**src/rtl/cic_pkg.sv**
```systemverilog
// ============================================================================
// cic_pkg: shared defaults for the CIC sample buffer slice.
// Rev 1.0
// ============================================================================
`default_nettype none

package cic_pkg;

  localparam int unsigned c_DATA_W_DEF   = 10;
  localparam int unsigned c_DEPTH_DEF    = 16;
  localparam int unsigned c_AVG_LOG2_DEF = 2;

  // A one-entry history still needs a one-bit pointer.
  function automatic int unsigned ptr_w(input int unsigned n);
    return (n <= 1) ? 1 : $clog2(n);
  endfunction

endpackage

`default_nettype wire

```
**src/rtl/sample_fifo.sv**
```systemverilog
// ============================================================================
// sample_fifo: first-word-fall-through FIFO with level count and sticky drop flag.
// Rev 1.0
// ============================================================================
`default_nettype none

module sample_fifo
  import cic_pkg::*;
#(
  parameter int unsigned DATA_W = c_DATA_W_DEF,
  parameter int unsigned DEPTH  = c_DEPTH_DEF
) (
  input  logic                       clk_i,
  input  logic                       rstn_i,
  input  logic                       clear_i,
  input  logic                       wr_en_i,
  input  logic [DATA_W-1:0]          wr_data_i,
  input  logic                       rd_en_i,
  output logic [DATA_W-1:0]          rd_data_o,
  output logic                       valid_o,
  output logic [$clog2(DEPTH):0]     level_o,
  output logic                       overflow_o
);

  localparam int unsigned c_AW = $clog2(DEPTH);
  localparam int unsigned c_LW = c_AW + 1;

  logic [DATA_W-1:0] r_mem [DEPTH];
  logic [c_AW-1:0]   r_wr_ptr;
  logic [c_AW-1:0]   r_rd_ptr;
  logic [c_LW-1:0]   r_level;
  logic              r_overflow;

  logic w_full;
  logic w_empty;
  logic w_push;
  logic w_pop;

  // Fullness is judged before any same-cycle pop, so a write into a full
  // FIFO is always dropped.
  assign w_full  = (r_level == c_LW'(DEPTH));
  assign w_empty = (r_level == '0);
  assign w_push  = wr_en_i & ~w_full;
  assign w_pop   = rd_en_i & ~w_empty;

  always_ff @(posedge clk_i or negedge rstn_i) begin
    if (!rstn_i) begin
      r_wr_ptr   <= '0;
      r_rd_ptr   <= '0;
      r_level    <= '0;
      r_overflow <= 1'b0;
    end else if (clear_i) begin
      r_wr_ptr   <= '0;
      r_rd_ptr   <= '0;
      r_level    <= '0;
      r_overflow <= 1'b0;
    end else begin
      if (w_push) r_wr_ptr <= r_wr_ptr + c_AW'(1);
      if (w_pop)  r_rd_ptr <= r_rd_ptr + c_AW'(1);
      case ({w_push, w_pop})
        2'b10:   r_level <= r_level + c_LW'(1);
        2'b01:   r_level <= r_level - c_LW'(1);
        default: r_level <= r_level;
      endcase
      if (wr_en_i & w_full) r_overflow <= 1'b1;
    end
  end

  always_ff @(posedge clk_i) begin
    if (w_push & ~clear_i) r_mem[r_wr_ptr] <= wr_data_i;
  end

  assign valid_o    = ~w_empty;
  assign rd_data_o  = w_empty ? '0 : r_mem[r_rd_ptr];
  assign level_o    = r_level;
  assign overflow_o = r_overflow;

endmodule

`default_nettype wire

```
**src/rtl/cic_sample_buffer.sv**
```systemverilog
// ============================================================================
// cic_sample_buffer: strobes CIC samples on cic_clk_i rising edges into a FWFT FIFO.
// Define CIC_SAMPLE_BUFFER_AVG_EN to write a 2^AVG_LOG2 moving average instead.  Rev 1.0
// ============================================================================
`default_nettype none

module cic_sample_buffer
  import cic_pkg::*;
#(
  parameter int unsigned DATA_W   = c_DATA_W_DEF,
  parameter int unsigned DEPTH    = c_DEPTH_DEF,
  parameter int unsigned AVG_LOG2 = c_AVG_LOG2_DEF
) (
  input  logic                   clk_i,
  input  logic                   rstn_i,
  input  logic                   cic_clk_i,
  input  logic [DATA_W-1:0]      sample_i,
  input  logic                   clear_i,
  output logic [DATA_W-1:0]      m_data_o,
  output logic                   m_valid_o,
  input  logic                   m_ready_i,
  output logic [$clog2(DEPTH):0] level_o,
  output logic                   overflow_o
);

  logic              r_cic_clk_q;
  logic              r_wr_pend;
  logic [DATA_W-1:0] r_wr_data;
  logic              w_strobe;
  logic [DATA_W-1:0] w_proc;

  assign w_strobe = cic_clk_i & ~r_cic_clk_q;

`ifdef CIC_SAMPLE_BUFFER_AVG_EN
  localparam int unsigned c_HLEN  = 1 << AVG_LOG2;
  localparam int unsigned c_HPW   = ptr_w(c_HLEN);
  localparam int unsigned c_SUM_W = DATA_W + AVG_LOG2;

  logic [DATA_W-1:0]  r_hist [c_HLEN];
  logic [c_HPW-1:0]   r_hptr;
  logic [c_SUM_W-1:0] r_sum;
  logic [c_SUM_W-1:0] w_sum_next;

  // Running sum never underflows: the entry being retired is part of it.
  assign w_sum_next = r_sum + c_SUM_W'(sample_i) - c_SUM_W'(r_hist[r_hptr]);
  assign w_proc     = DATA_W'(w_sum_next >> AVG_LOG2);

  always_ff @(posedge clk_i or negedge rstn_i) begin
    if (!rstn_i) begin
      for (int i = 0; i < int'(c_HLEN); i++) r_hist[i] <= '0;
      r_hptr <= '0;
      r_sum  <= '0;
    end else if (clear_i) begin
      for (int i = 0; i < int'(c_HLEN); i++) r_hist[i] <= '0;
      r_hptr <= '0;
      r_sum  <= '0;
    end else if (w_strobe) begin
      r_hist[r_hptr] <= sample_i;
      r_hptr         <= (r_hptr == c_HPW'(c_HLEN - 1)) ? '0 : r_hptr + c_HPW'(1);
      r_sum          <= w_sum_next;
    end
  end
`else
  assign w_proc = sample_i;
`endif

  // One capture stage keeps write latency identical with or without averaging.
  always_ff @(posedge clk_i or negedge rstn_i) begin
    if (!rstn_i) begin
      r_cic_clk_q <= 1'b0;
      r_wr_pend   <= 1'b0;
      r_wr_data   <= '0;
    end else begin
      r_cic_clk_q <= cic_clk_i;
      r_wr_pend   <= w_strobe & ~clear_i;
      if (w_strobe) r_wr_data <= w_proc;
    end
  end

  sample_fifo #(
    .DATA_W (DATA_W),
    .DEPTH  (DEPTH)
  ) u_fifo (
    .clk_i      (clk_i),
    .rstn_i     (rstn_i),
    .clear_i    (clear_i),
    .wr_en_i    (r_wr_pend),
    .wr_data_i  (r_wr_data),
    .rd_en_i    (m_ready_i),
    .rd_data_o  (m_data_o),
    .valid_o    (m_valid_o),
    .level_o    (level_o),
    .overflow_o (overflow_o)
  );

endmodule

`default_nettype wire

```
**config.mk**
```make
export PLATFORM = sky130hd
export DESIGN_NAME = cic_sample_buffer
export DESIGN_NICKNAME = d
export VERILOG_FILES = /design/src/rtl/cic_pkg.sv /design/src/rtl/sample_fifo.sv /design/src/rtl/cic_sample_buffer.sv
export SDC_FILE = /design/constraint.sdc
export NUM_CORES = 1
export LEC_CHECK = 0
export CAP_MARGIN = 15
export CORE_AREA = 2 2 127 160
export DETAILED_ROUTE_END_ITERATION = 8
export DIE_AREA = 0 0 129 162
export GPL_TIMING_DRIVEN = 0
export PLACE_DENSITY = 0.62
export SETUP_SLACK_MARGIN = 0.02
export SKIP_CTS_REPAIR_TIMING = 1
export SLEW_MARGIN = 20
export SYNTH_ARGS = -nofsm -noshare
export SYNTH_HDL_FRONTEND = slang
export SYNTH_SLANG_ARGS = --single-unit
```
**constraint.sdc**
```tcl
create_clock -name clk_i -period 5.7 [get_ports clk_i]
set_input_delay 0.855 -clock clk_i [delete_from_list [all_inputs] [get_ports clk_i]]
set_output_delay 0.855 -clock clk_i [all_outputs]
set_load 0.05 [all_outputs]
```
==> job_summary.md, run 1 <==
### Yosys + OpenROAD results

| Metric | Value |
|---|---|
| Outcome | `finished clean` |
| Final setup viols | `0` |
| Async SR Flop Fraction | `14.0%` |
| Most numerous logic cells after layout | `160 x edfxtp_1, 40 x mux4_2, 30 x clkdlybuf4s50_1` |
| Routed vias/inst | `5.26` |
| Max Buffers Root-to-Sink | `2` |
| Crit Reg-Reg Endpoint | `u_fifo.level_o[4]` |
| Net count after synthesis | `429` |
| Combinational Power Share | `29.5%` |
| Yosys warns | `0` |
| Ys flops | `186` |
| CTS tree | `built` |
| Max incr delay on CP | `0.88 ns` |
| Worst setup EP type | `primary output` |
| Drt first pass iters | `5` |
| Bufs and invs on worst path | `3` |
| DPL Wire Length | `10100 um` |
| Gpl congestion | `0.829` |
| Layout cells sized above 1 | `21.9%` |
| Finished Cell Area | `8890 um2` |
| Area growth syn-to-layout | `16.4%` |
| FF-to-FF Start | `u_fifo.level_o[1]` |
| Peak Freq | `240 MHz` |
| WP depth | `6` |
| Bufs w/o clock | `58` |
| Clk root buf | `clkbuf_16` |
| Crit path time final | `4.17 ns` |
| Max-cap viol count | `0` |
| Main logic family | `multiplexers` |
| Hold slack | `0.469 ns` |
| Post-layout period usage | `73.2%` |
| Register area | `5460 um2` |
| Antenna violations before repair | `0` |
| Final net count | `483` |
| Worst-margin pin slew | `0.892 ns` |
| RSZ-0062 raised after global routing | `false` |
| Top Metal Used | `met4` |
| Inverters | `5` |
| Sw Pwr | `0.00126 W` |
| Crit-path cells | `clkbuf_1 -> clkbuf_1 -> mux4_2 -> mux2i_1 -> o22ai_1 -> clkdlybuf4s50_1` |
| CP top delay family | `buffers and inverters` |
| Clock buffer cells | `17` |
| Slowest CP cell | `clkdlybuf4s50_1` |
| Starting density of the core | `39.5%` |
| Post-synth mux share | `17.0%` |
| Slew Limit Fails | `0` |
| Final Hold Vio Count | `0` |
| Setup Crit Path Kind | `flip-flop to primary output` |
| HP Class | `input port to asynchronous set/reset pin` |
| Met1 Routed Length | `6270 um` |
| Top cells by area | `edfxtp_1 63%, mux4_2 12%, dfrtp_1 8.5%` |
| Mapped Area | `7640 um2` |
| Detail Route Antenna Nets | `0` |
| LEAKAGE | `2.85 nW` |
| Reg2Reg Setup Slack | `2.74 ns` |
| # rows | `57` |
| Vert. Die Dim | `162 um` |
| XOR Share, Synth | `0.803%` |
| First-pass GRT wire length | `23600 um` |
| Fillers | `1658` |
| Die Wd | `129 um` |
| Vias in the first global route | `4124` |
| Tot Pwr | `0.00390 W` |
| CP arrival | `3.32 ns` |
| Cell type with the largest total area | `edfxtp_1` |
| Top power consumer group | `sequential cells` |
| Met2 Wirelength | `8140 um` |
| PortBufs | `31` |
| Logic area | `2070 um2` |
| Mean post-synth cell area | `18.8 um2` |
| Placed cell areas | `8320 um2` |
| Post-Synthesis Cells | `407` |
| Peak supply drop | `277 uV` |
| H-tree depth | `4` |
| Post-Route WL | `15300 um` |
| Seq area share | `61.4%` |
| Largest type area fraction | `62.9%` |
| Combinational fraction of the cell area | `23.3%` |
| Drt wl/cell | `20.7 um` |
| Non-clk buf share | `5.02%` |
| Clock transition at path regs | `0.07 ns` |
| Yosys chip area | `7640 um2` |
| Crit path launch type | `flip-flop` |
| Drt drc | `0` |
| Top class by area | `sequential cells` |
| Yosys cell count | `407` |
| Tool warnings | `29` |
| Top reg by flops | `u_fifo.r_mem` |
| R2R depth | `9` |
| Met3 wire length | `677 um` |
| WP data required | `4.85 ns` |
| Crit-path most repeated cell | `clkbuf_1` |
| Seq share, synth | `71.4%` |
| Final worst slack | `1.53 ns` |
| Comb_multi_in | `193` |
| Tapcells | `265` |
| Max reg flops | `160` |
| P_int | `0.00264 W` |
| Sw frac | `32.3%` |
| Flop pwr share | `41.7%` |
| Slew headroom | `40.5%` |
| Synth Flop Type | `edfxtp_1` |
| Non-Filler Instances | `739` |
| Placed Instances | `707` |
| Clk cell area share | `6.36%` |
| Largest net degree at the start of global routing | `27` |
| Flop+latch power | `0.00163 W` |
| Ao+oa area frac | `3.10%` |
| Io pins | `32` |
| Seq Cell Count | `186` |
| Antenna cells | `0` |
| Die ar. | `20900 um2` |
| Final setup TNS | `0 ns` |
| Post-synth EDFFs | `160` |
| Busiest grt layer | `met2` |
| Clock buffer count from CTS | `17` |
| Adder Area Share | `1.15%` |
| Cell Type Count | `44` |
| Core region area | `19300 um2` |
| Top cell excl fill/tap | `edfxtp_1` |
| Post-Synth Simple-Gate Area | `4.85%` |
| PD cells | `439 nW/um2` |
| Max FO, Critical Path | `10` |
| Total overflow reported by the global router | `0` |
| Worst slack, placed | `1.98 ns` |
| Comb power | `0.00115 W` |
| Iteration-0 DRC Markers | `317` |
| Clock sink count | `186` |
| Crit path launch | `u_fifo.r_rd_ptr[1]` |
| Total number of vias | `3889` |
| Crit path to | `m_data_o[7]` |
run 1: Yosys cell counts, types with 6 or more instances:
cell type / count
mux2_2: 12
ha_1: 7
and2_1: 14
edfxtp_1: 160
buf_2: 6
o22ai_1: 10
mux2i_1: 25
dfrtp_1: 26
mux4_2: 40
nand2b_1: 6
clkbuf_1: 12
nor2_1: 17
run 1: worst min-delay path by stage:
stage	startpoint	endpoint	slack, ns
after floorplan	u_fifo.r_rd_ptr[2]	u_fifo.r_rd_ptr[2]	0.54
after global placement	u_fifo.overflow_o	u_fifo.overflow_o	0.51
after detailed placement	u_fifo.overflow_o	u_fifo.overflow_o	0.50
after CTS	rstn_i	r_wr_data[9]	0.48
after global routing	rstn_i	u_fifo.r_wr_ptr[1]	0.50
final	rstn_i	u_fifo.r_wr_ptr[1]	0.47
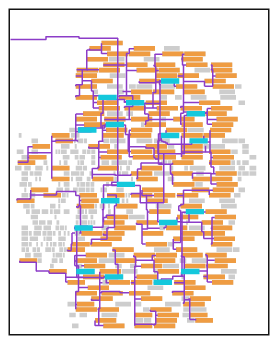
**Above:** run 1 (clock distribution).
(2 px per um)
Key: purple = clock wires [length 1930 um]; cyan = cells driving clock nets [count 17]; orange = flip-flops [count 186]
There are 18 routed clock nets.
Worst-Skew Late Latency: 0.43 ns
Clk pwr share: 28.8%
P_clk: 0.00112 W
Worst Skew: 0.00777 ns

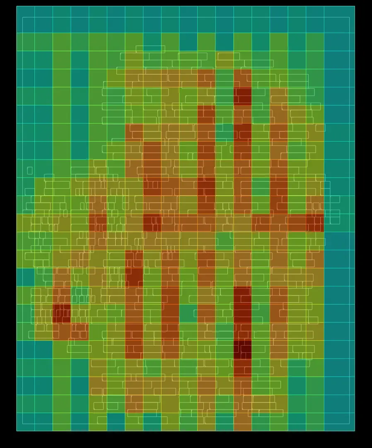
**Above:** run 1 (congestion heat map).
met1 GRT Util: 19.6%
Util after Layout: 46.0%
met3 Usage GRT: 3.26%
met2 Usage GRT: 27.2%
overall routing resource usage: 15.8%

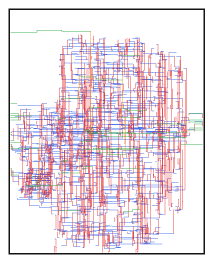
**Above:** run 1 (signal wires by layer).
(1.5 px per um)
Key: orange = met4 [wire length 231 um]; red = met2 [wire length 8140 um]; green = met3 [wire length 677 um]; blue = met1 [wire length 6270 um]

**Run 1: signal wires on met3**

(1.5 px per um)
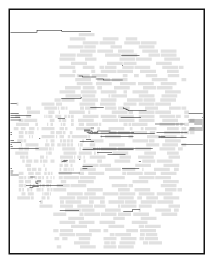

--- run 2 (diff from run 1) ---
--- a/config.mk
+++ b/config.mk
@@ -10,7 +10,7 @@
 export DETAILED_ROUTE_END_ITERATION = 8
 export DIE_AREA = 0 0 129 162
 export GPL_TIMING_DRIVEN = 0
-export PLACE_DENSITY = 0.62
+export PLACE_DENSITY = 0.64
 export SETUP_SLACK_MARGIN = 0.02
 export SKIP_CTS_REPAIR_TIMING = 1
 export SLEW_MARGIN = 20
==> constraint.sdc (replaced) <==
create_clock -name clk_i -period 3.39 [get_ports clk_i]
set_input_delay 0.5085 -clock clk_i [delete_from_list [all_inputs] [get_ports clk_i]]
set_output_delay 0.5085 -clock clk_i [all_outputs]
set_load 0.05 [all_outputs]
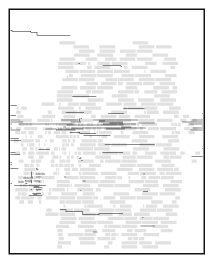
**Above:** run 2 (signal wires on met3).
(1.5 px per um)
The layer carries 751 um of wire. The longest straight run is 49.2 um.
total number of vias: 3927
Post-Route WL: 15400 um
met3 Usage GRT: 4.15%

==> job_summary.md, run 2 <==
### Yosys + OpenROAD results

| Metric | Value |
|---|---|
| DPL Wire Length | `10200 um` |
| Tool warnings | `29` |
| Met1 Routed Length | `6090 um` |
| Bufs and invs on worst path | `3` |
| Max incr delay on CP | `0.53 ns` |
| Core region area | `19300 um2` |
| Register area | `5460 um2` |
| Flop+latch power | `0.00274 W` |
| H-tree depth | `4` |
| Total overflow reported by the global router | `0` |
| Top class by area | `sequential cells` |
| Bufs w/o clock | `58` |
| Combinational fraction of the cell area | `23.3%` |
| Busiest grt layer | `met2` |
| Vias in the first global route | `4200` |
| Seq area share | `61.1%` |
| Post-Synth Simple-Gate Area | `4.85%` |
| Comb power | `0.00196 W` |
| Tot Pwr | `0.00659 W` |
| Max Buffers Root-to-Sink | `2` |
| WP data required | `2.88 ns` |
| Non-clk buf share | `5.46%` |
| Met3 wire length | `751 um` |
| Final Hold Vio Count | `0` |
| Max FO, Critical Path | `10` |
| Top Metal Used | `met4` |
| Fillers | `1652` |
| Peak Freq | `316 MHz` |
| Clock buffer count from CTS | `17` |
| Seq Cell Count | `186` |
| Final setup viols | `0` |
| Peak supply drop | `445 uV` |
| Worst-Skew Late Latency | `0.43 ns` |
| Crit path launch type | `flip-flop` |
| Area growth syn-to-layout | `17.0%` |
| Inverters | `5` |
| Gpl congestion | `0.794` |
| Non-Filler Instances | `739` |
| Antenna cells | `0` |
| Detail Route Antenna Nets | `0` |
| Slew Limit Fails | `0` |
| Net count after synthesis | `429` |
| Drt first pass iters | `6` |
| Post-synth mux share | `17.0%` |
| Slew headroom | `38.9%` |
| Worst setup EP type | `primary output` |
| LEAKAGE | `3.01 nW` |
| Clk root buf | `clkbuf_16` |
| Max-cap viol count | `0` |
| Clock sink count | `186` |
| XOR Share, Synth | `0.803%` |
| Sw Pwr | `0.00208 W` |
| Clock buffer cells | `19` |
| PortBufs | `31` |
| Crit path launch | `u_fifo.r_rd_ptr[0]` |
| Flop pwr share | `41.6%` |
| Seq share, synth | `71.4%` |
| Top cells by area | `edfxtp_1 63%, mux4_2 12%, dfrtp_1 8.5%` |
| Setup Crit Path Kind | `flip-flop to primary output` |
| Starting density of the core | `39.5%` |
| Ys flops | `186` |
| Top power consumer group | `sequential cells` |
| HP Class | `input port to asynchronous set/reset pin` |
| Final net count | `483` |
| Sw frac | `31.5%` |
| Layout cells sized above 1 | `22.8%` |
| Tapcells | `265` |
| Ao+oa area frac | `3.10%` |
| Most numerous cell in the Yosys netlist | `edfxtp_1` |
| Async SR Flop Fraction | `14.0%` |
| P_int | `0.00451 W` |
| Met2 Usage GRT | `27.4%` |
| Main logic family | `multiplexers` |
| Slowest CP cell | `mux4_2` |
| First-pass GRT wire length | `24100 um` |
| Clock transition at path regs | `0.06 ns` |
| Clk cell area share | `6.27%` |
| CP arrival | `2.66 ns` |
| Die ar. | `20900 um2` |
| Most numerous logic cells after layout | `160 x edfxtp_1, 40 x mux4_2, 26 x dfrtp_1` |
| Hold slack | `0.126 ns` |
| Synth Flop Type | `edfxtp_1` |
| Mapped Area | `7640 um2` |
| Vert. Die Dim | `162 um` |
| Outcome | `finished clean` |
| Crit path time final | `3.17 ns` |
| CTS tree | `built` |
| Routed vias/inst | `5.31` |
| RSZ-0062 raised after global routing | `false` |
| Post-Synthesis Cells | `407` |
| Largest net degree at the start of global routing | `27` |
| Adder Area Share | `1.15%` |
| Combinational Power Share | `29.8%` |
| Comb_multi_in | `193` |
| Io pins | `32` |
| P_clk | `0.00188 W` |
| Drt drc | `0` |
| Post-synth EDFFs | `160` |
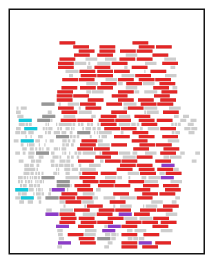
**Above:** run 2 (register map, names as in the netlist).
(1.5 px per um) Other sequential cells in the stronger grey, the rest of the logic in the fainter grey.
Key: purple = `r_wr_data` [flops 10]; red = `u_fifo.r_mem` [flops 160]; cyan = `u_fifo.level_o` [flops 5, where middle left]

## run 2: path summary, 6_finish.rpt
| check | endpoint | depth (start not counted) |
|---|---|---|
| hold reg to reg | u_fifo.overflow_o | 2 |
| min in group clk_i | u_fifo.overflow_o | 2 |
| max in group asynchronous | r_wr_data[5] | 1 |
| setup / recovery | m_data_o[6] | 6 |
| setup reg to reg | u_fifo.level_o[4] | 9 |
| hold / removal | u_fifo.level_o[0] | 1 |
## run 2: through the flow
stage | TNS [ns] | area, um2 | utilization, %
finish | 0 | 8930 | 46.2
CTS | -4.17 | 8880 | 45.9
global placement | -4.61 | 8280 | 42.8
detailed placement | -0.0867 | 8320 | 43.0
global route | 0 | 8930 | 46.2
floorplan | 0 | 7640 | -
**Run 2: clock distribution**

(2 px per um)
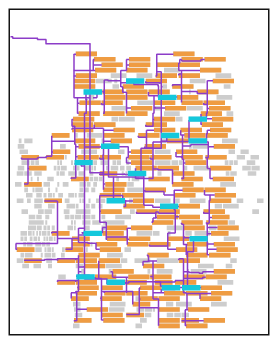

--- run 3 (diff from run 2) ---
--- a/config.mk
+++ b/config.mk
@@ -11,7 +11,6 @@
 export DIE_AREA = 0 0 129 162
 export GPL_TIMING_DRIVEN = 0
 export PLACE_DENSITY = 0.64
-export SETUP_SLACK_MARGIN = 0.02
 export SKIP_CTS_REPAIR_TIMING = 1
 export SLEW_MARGIN = 20
 export SYNTH_ARGS = -nofsm -noshare
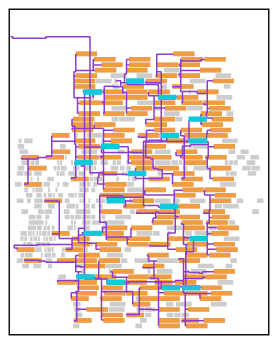
**Above:** run 3 (clock distribution).
(2 px per um)
Key: cyan = cells driving clock nets [count 17]; purple = clock wires [length 1950 um]; orange = flip-flops [count 186]
There are 18 routed clock nets.

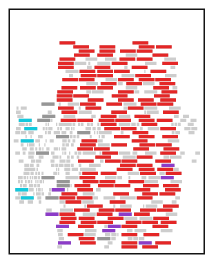
**Above:** run 3 (register map, names as in the netlist).
(1.5 px per um) Other sequential cells in the stronger grey, the rest of the logic in the fainter grey.
Key: red = `u_fifo.r_mem` [flops 160]; cyan = `u_fifo.level_o` [flops 5, where middle left]; purple = `r_wr_data` [flops 10]
Another 11 sequential cells are not coloured.
Util after Layout: 46.2%
register area: 5460 um2
Flop+latch power: 0.00275 W
Seq area share: 61.1%

==> job_summary.md, run 3 <==
### Yosys + OpenROAD results

| Metric | Value |
|---|---|
| Drt wl/cell | `21.0 um` |
| Clk pwr share | `28.6%` |
| Core region area | `19300 um2` |
| Worst setup EP type | `primary output` |
| Tool warnings | `29` |
| Largest type area fraction | `62.9%` |
| Max incr delay on CP | `0.71 ns` |
| Die ar. | `20900 um2` |
| Bufs and invs on worst path | `3` |
| Reg2Reg Setup Slack | `0.32 ns` |
| Met1 GRT Util | `19.1%` |
| Drt drc | `0` |
| Async SR Flop Fraction | `14.0%` |
| Met2 Usage GRT | `27.4%` |
| Top reg by flops | `u_fifo.r_mem` |
| Detail Route Antenna Nets | `0` |
| Total number of vias | `3909` |
| Final Hold Vio Count | `0` |
| H-tree depth | `4` |
| Crit Reg-Reg Endpoint | `u_fifo.level_o[4]` |
| P_clk | `0.00189 W` |
| CP arrival | `2.63 ns` |
| Setup Crit Path Kind | `flip-flop to primary output` |
| Worst-margin pin slew | `0.922 ns` |
| Cell type with the largest total area | `edfxtp_1` |
| Post-layout period usage | `92.6%` |
| CP top delay family | `buffers and inverters` |
| DPL Wire Length | `10200 um` |
| Slowest CP cell | `clkbuf_1` |
| Yosys cell count | `407` |
| Flop pwr share | `41.8%` |
| Cell Type Count | `44` |
| Worst slack, placed | `-0.0631 ns` |
| Die Wd | `129 um` |
| Sw frac | `31.7%` |
| Placed cell areas | `8320 um2` |
| Max-cap viol count | `0` |
| Logic area | `2080 um2` |
| Placed Instances | `707` |
| Starting density of the core | `39.5%` |
| Clk root buf | `clkbuf_16` |
| Crit path time final | `3.14 ns` |
| Top power consumer group | `sequential cells` |
| Synth Flop Type | `edfxtp_1` |
| Mapped Area | `7640 um2` |
| Ys flops | `186` |
| Worst Skew | `0.00901 ns` |
| Max Buffers Root-to-Sink | `2` |
| Area growth syn-to-layout | `16.9%` |
| Antenna violations before repair | `0` |
| Crit path launch | `u_fifo.r_rd_ptr[3]` |
| Largest net degree at the start of global routing | `27` |
| Top Metal Used | `met4` |
| Max FO, Critical Path | `10` |
| Non-Filler Instances | `738` |
| Drt first pass iters | `5` |
| PD cells | `738 nW/um2` |
| Clock transition at path regs | `0.06 ns` |
| Final worst slack | `0.252 ns` |
| Met3 wire length | `697 um` |
| Fillers | `1653` |
| R2R depth | `9` |
| Met2 Wirelength | `8250 um` |
| Overall routing resource usage | `16.0%` |
| Gpl congestion | `0.794` |
| Most numerous cell in the Yosys netlist | `edfxtp_1` |
| Peak supply drop | `443 uV` |
| Top cells by area | `edfxtp_1 63%, mux4_2 12%, dfrtp_1 8.5%` |
| Clock buffer count from CTS | `17` |
| Vias in the first global route | `4200` |
| Crit path to | `m_data_o[2]` |
| Met1 Routed Length | `6280 um` |
| Hold slack | `0.127 ns` |
| Sw Pwr | `0.00209 W` |
| # rows | `57` |
| Max reg flops | `160` |
| Tot Pwr | `0.00659 W` |
| Met3 Usage GRT | `4.15%` |
| Final setup TNS | `0 ns` |
| Post-Synthesis Cells | `407` |
| Iteration-0 DRC Markers | `352` |
| Post-synth EDFFs | `160` |
| WP depth | `5` |
| RSZ-0062 raised after global routing | `false` |
| Vert. Die Dim | `162 um` |
| Yosys warns | `0` |
| Antenna cells | `0` |
| Top cell excl fill/tap | `edfxtp_1` |
| Combinational Power Share | `29.6%` |
| Crit-path cells | `buf_1 -> clkbuf_1 -> mux2i_1 -> o22ai_1 -> dlymetal6s2s_1` |
| Net count after synthesis | `429` |
| Finished Cell Area | `8930 um2` |
| Routed vias/inst | `5.30` |
| PortBufs | `31` |
| Crit path launch type | `flip-flop` |
| Comb power | `0.00195 W` |
| CTS tree | `built` |
| Outcome | `finished clean` |
| LEAKAGE | `3.00 nW` |
| Post-Route WL | `15500 um` |
| Slew Limit Fails | `0` |
| FF-to-FF Start | `u_fifo.level_o[1]` |
| HP Class | `input port to asynchronous set/reset pin` |
| Io pins | `32` |
| Post-synth top cells | `160 x edfxtp_1, 40 x mux4_2, 26 x dfrtp_1, 25 x mux2i_1, 17 x nor2_1` |
| Final net count | `482` |
| Clock sink count | `186` |
| Layout cells sized above 1 | `22.6%` |
| Peak Freq | `319 MHz` |
| Slew headroom | `38.5%` |
| Yosys chip area | `7640 um2` |
| Final setup viols | `0` |
| Worst-Skew Late Latency | `0.43 ns` |
| WP data required | `2.88 ns` |
| P_int | `0.00450 W` |
| First-pass GRT wire length | `24100 um` |
| Most numerous logic cells after layout | `160 x edfxtp_1, 40 x mux4_2, 26 x dfrtp_1` |
| Mean post-synth cell area | `18.8 um2` |
| Total overflow reported by the global router | `0` |
| Seq share, synth | `71.4%` |
| Busiest grt layer | `met2` |
run 3: logic make-up (layout without fill, tap and decap cells):
family	after synthesis	in the layout	share of synthesized area, %
buffers and inverters	28	94	1.67
flip-flops	186	186	71.4
multiplexers	78	78	17.0
AND-OR/OR-AND	35	35	3.10
XOR/XNOR	7	7	0.803
adder cells (fa/ha/maj)	7	7	1.15
AND/OR/NAND/NOR	66	66	4.85
run 3: final cells by class:
class | count | area share, %
plain buffers | 22 | 1.35
well taps | 265 | 3.71
multi-input cells | 193 | 23.3
clock buffers | 19 | 4.85
inverters | 5 | 0.210
clock inverters | 13 | 1.43
flip-flops and latches | 186 | 61.1
repair buffers | 35 | 4.02
Power figures rest on the tool's default switching activity, not on a simulated workload.
